===== src/rtl/alu_seq_ctrl.sv =====
// Responder side of the ALU start/ack handshake: latches an opcode and operands,
// runs single-cycle ops or a WIDTH-step shift-add multiply, then pulses ack.
module alu_seq_ctrl #(
    parameter int WIDTH = 16,
    parameter int CNT_W = 5
) (
    input  logic             clk,
    input  logic             rst_b,
    input  logic             start,
    input  logic [2:0]       alu_op,
    input  logic [WIDTH-1:0] opa,
    input  logic [WIDTH-1:0] opb,
    output logic             ack,
    output logic             busy,
    output logic [WIDTH-1:0] result,
    output logic [3:0]       flags
);

    typedef enum logic [1:0] {
        IDLE,
        EXEC,
        MUL_ITER,
        DONE
    } state_t;

    localparam logic [2:0] OP_ADD  = 3'b000;
    localparam logic [2:0] OP_SUB  = 3'b001;
    localparam logic [2:0] OP_AND  = 3'b010;
    localparam logic [2:0] OP_OR   = 3'b011;
    localparam logic [2:0] OP_XOR  = 3'b100;
    localparam logic [2:0] OP_NOT  = 3'b101;
    localparam logic [2:0] OP_MUL  = 3'b110;
    localparam logic [2:0] OP_PASS = 3'b111;

    state_t               state_q, state_d;
    logic [2:0]           op_q, op_d;
    logic [WIDTH-1:0]     a_q, a_d;
    logic [WIDTH-1:0]     b_q, b_d;
    logic [2*WIDTH-1:0]   acc_q, acc_d;
    logic [2*WIDTH-1:0]   mcand_q, mcand_d;
    logic [WIDTH-1:0]     mplier_q, mplier_d;
    logic [CNT_W-1:0]     cnt_q, cnt_d;
    logic [WIDTH-1:0]     result_q, result_d;
    logic [3:0]           flags_q, flags_d;

    logic [WIDTH-1:0]     b_eff;
    logic [WIDTH:0]       sum;
    logic [WIDTH-1:0]     alu_res;
    logic                 alu_c;
    logic                 alu_v;
    logic [2*WIDTH-1:0]   acc_next;

    // Single-cycle datapath; SUB reuses the adder as A + ~B + 1.
    always_comb begin
        b_eff   = (op_q == OP_SUB) ? ~b_q : b_q;
        sum     = {1'b0, a_q} + {1'b0, b_eff} + {{WIDTH{1'b0}}, (op_q == OP_SUB)};
        alu_res = '0;
        alu_c   = 1'b0;
        alu_v   = 1'b0;
        case (op_q)
            OP_ADD, OP_SUB: begin
                alu_res = sum[WIDTH-1:0];
                alu_c   = sum[WIDTH];
                alu_v   = (a_q[WIDTH-1] == b_eff[WIDTH-1]) && (sum[WIDTH-1] != a_q[WIDTH-1]);
            end
            OP_AND:  alu_res = a_q & b_q;
            OP_OR:   alu_res = a_q | b_q;
            OP_XOR:  alu_res = a_q ^ b_q;
            OP_NOT:  alu_res = ~a_q;
            OP_PASS: alu_res = b_q;
            default: alu_res = '0;
        endcase
    end

    assign acc_next = acc_q + (mplier_q[0] ? mcand_q : '0);

    // NOTE: every _d gets its hold value first so no path through the case infers a latch.
    always_comb begin
        state_d  = state_q;
        op_d     = op_q;
        a_d      = a_q;
        b_d      = b_q;
        acc_d    = acc_q;
        mcand_d  = mcand_q;
        mplier_d = mplier_q;
        cnt_d    = cnt_q;
        result_d = result_q;
        flags_d  = flags_q;

        case (state_q)
            IDLE: begin
                if (start) begin
                    op_d    = alu_op;
                    a_d     = opa;
                    b_d     = opb;
                    state_d = EXEC;
                end
            end
            EXEC: begin
                if (op_q == OP_MUL) begin
                    acc_d    = '0;
                    mcand_d  = {{WIDTH{1'b0}}, a_q};
                    mplier_d = b_q;
                    cnt_d    = '0;
                    state_d  = MUL_ITER;
                end else begin
                    result_d = alu_res;
                    flags_d  = {(alu_res == '0), alu_res[WIDTH-1], alu_c, alu_v};
                    state_d  = DONE;
                end
            end
            MUL_ITER: begin
                acc_d    = acc_next;
                mcand_d  = mcand_q << 1;
                mplier_d = mplier_q >> 1;
                cnt_d    = cnt_q + 1'b1;
                // Last iteration commits the product straight from the adder output.
                if (cnt_q == CNT_W'(WIDTH - 1)) begin
                    result_d = acc_next[WIDTH-1:0];
                    flags_d  = {(acc_next[WIDTH-1:0] == '0), acc_next[WIDTH-1],
                                (|acc_next[2*WIDTH-1:WIDTH]), (|acc_next[2*WIDTH-1:WIDTH])};
                    state_d  = DONE;
                end
            end
            DONE:    state_d = IDLE;
            default: state_d = IDLE;
        endcase
    end

    // NOTE: sequential state uses non-blocking assignments; reset clears all
    // registers, including operand and multiply state, so a mid-MUL reset leaves nothing stale.
    always_ff @(posedge clk or negedge rst_b) begin
        if (!rst_b) begin
            state_q  <= IDLE;
            op_q     <= '0;
            a_q      <= '0;
            b_q      <= '0;
            acc_q    <= '0;
            mcand_q  <= '0;
            mplier_q <= '0;
            cnt_q    <= '0;
            result_q <= '0;
            flags_q  <= '0;
        end else begin
            state_q  <= state_d;
            op_q     <= op_d;
            a_q      <= a_d;
            b_q      <= b_d;
            acc_q    <= acc_d;
            mcand_q  <= mcand_d;
            mplier_q <= mplier_d;
            cnt_q    <= cnt_d;
            result_q <= result_d;
            flags_q  <= flags_d;
        end
    end

    assign ack    = (state_q == DONE);
    assign busy   = (state_q != IDLE);
    assign result = result_q;
    assign flags  = flags_q;

endmodule


===== config.mk =====
export PLATFORM = sky130hd
export DESIGN_NAME = alu_seq_ctrl
export DESIGN_NICKNAME = d
export VERILOG_FILES = /design/src/rtl/alu_seq_ctrl.sv
export SDC_FILE = /design/constraint.sdc
export NUM_CORES = 1
export LEC_CHECK = 0
export CORE_ASPECT_RATIO = 0.5
export CORE_MARGIN = 4
export CORE_UTILIZATION = 57
export CTS_BUF_LIST = sky130_fd_sc_hd__clkbuf_8
export DETAILED_ROUTE_END_ITERATION = 10
export PLACE_DENSITY = 0.92
export SETUP_SLACK_MARGIN = 0.15
export SYNTH_ARGS = -nofsm -noshare
export SYNTH_HDL_FRONTEND = slang
export SYNTH_SLANG_ARGS = --single-unit

===== constraint.sdc =====
create_clock -name clk -period 4.25 [get_ports clk]
set_input_delay 0.85 -clock clk [delete_from_list [all_inputs] [get_ports clk]]
set_output_delay 0.85 -clock clk [all_outputs]
set_load 0.005 [all_outputs]

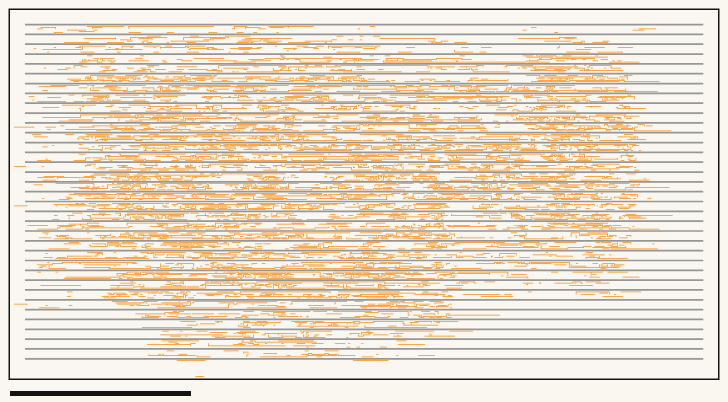
*M1 wires*
Scale bar: 50 um. Supply wires on this layer in gray.
nets with wire on the layer: 1157
longest straight run: 39.6 um
main direction: horizontal
share of all routed wire: 43%
wire length on this layer: 11500 um
WL final: 26800 um
met1 usage: 36.5%
Vias: 8905

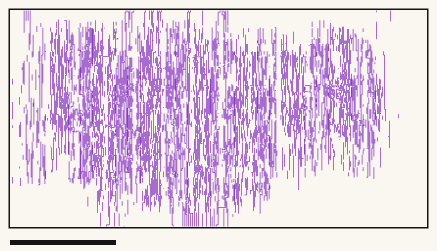
*Met2 routing*
Scale bar: 50 um.
longest straight run: 41.8 um
main direction: vertical
nets with wire on the layer: 1077
share of all routed wire: 47%

==> results.ini <==
[outcome]
status = finished clean

[final_timing]
fin_crit_ns = 3.86
maxSlewHeadroom_pct = 16.6

[global_routing]
gr-usage-met2_pct = 45.3
grt.busiest_layer = met2
grt_pass1_wl_um = 44100

[placed_design]
post-dp-hpwl_um = 19400
dp_worst_setup_slack_ns = 0.172
placed_cell_area_mm2 = 0.0109
gp_congestion = 0.984

[yosys]
topCellsByArea = dfrtp_1, ha_1, mux2_2
edf_count = 0
ys_top_cells_by_count = dfrtp_1, nand2_1, ha_1, o21ai_0, a21oi_1
ys_seq_share_pct = 35.1
synthAoiAreaFrac_pct = 22.6
synth-cells-yosys = 1089
synth_top_cell_by_area = dfrtp_1
ys.flops = 141

[setup_path]
path_depth = 15
regToRegSetupSlack_ns = 0.39
reg2reg_from = op_q[1]
worstSetupEndpointType = flop
crit_required_ns = 4.64
critPathLaunch = op_q[1]
path_class = reg -> reg

[floorplanning]
die_height_um = 102

[power_and_ir_drop]
power_leader = combinational cells

[cts]
post-cts-setup-buffer-count = 0
cts_tree = done

[layout]
n_clock_buffer = 18
buf_share_pct = 6.60
lay_top_count = dfrtp_1

[drt]
routed_via_density = 6.49
dr_wl_met3_um = 2050
drtAntennaViolNets = 0

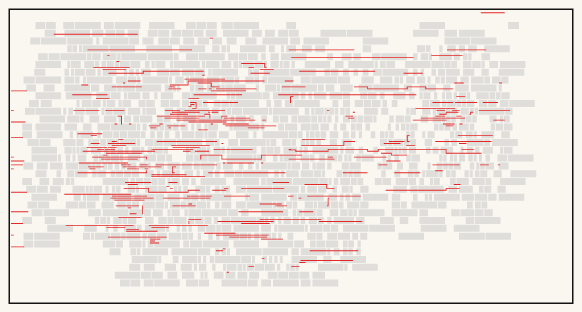
*M3 wires*
longest straight run: 47.8 um
wire length on this layer: 2050 um
share of all routed wire: 7.7%
main direction: horizontal
met3 Track Usage GR: 5.01%

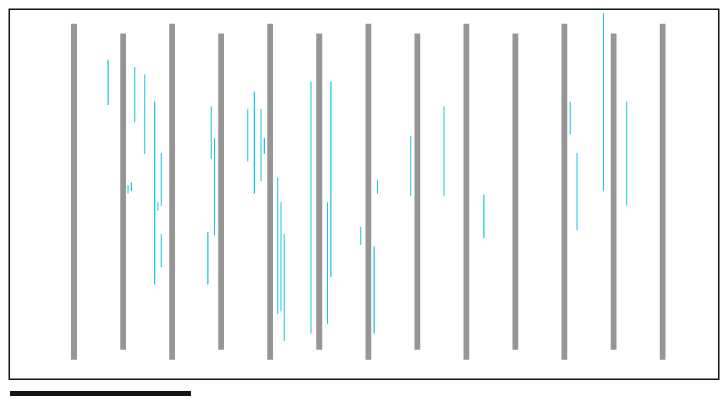
*Signal wires on met4*
Scale bar: 50 um. Supply wires on this layer in gray.
longest straight run: 69.4 um
share of all routed wire: 2.6%
main direction: vertical
nets with wire on the layer: 26
wire length on this layer: 694 um

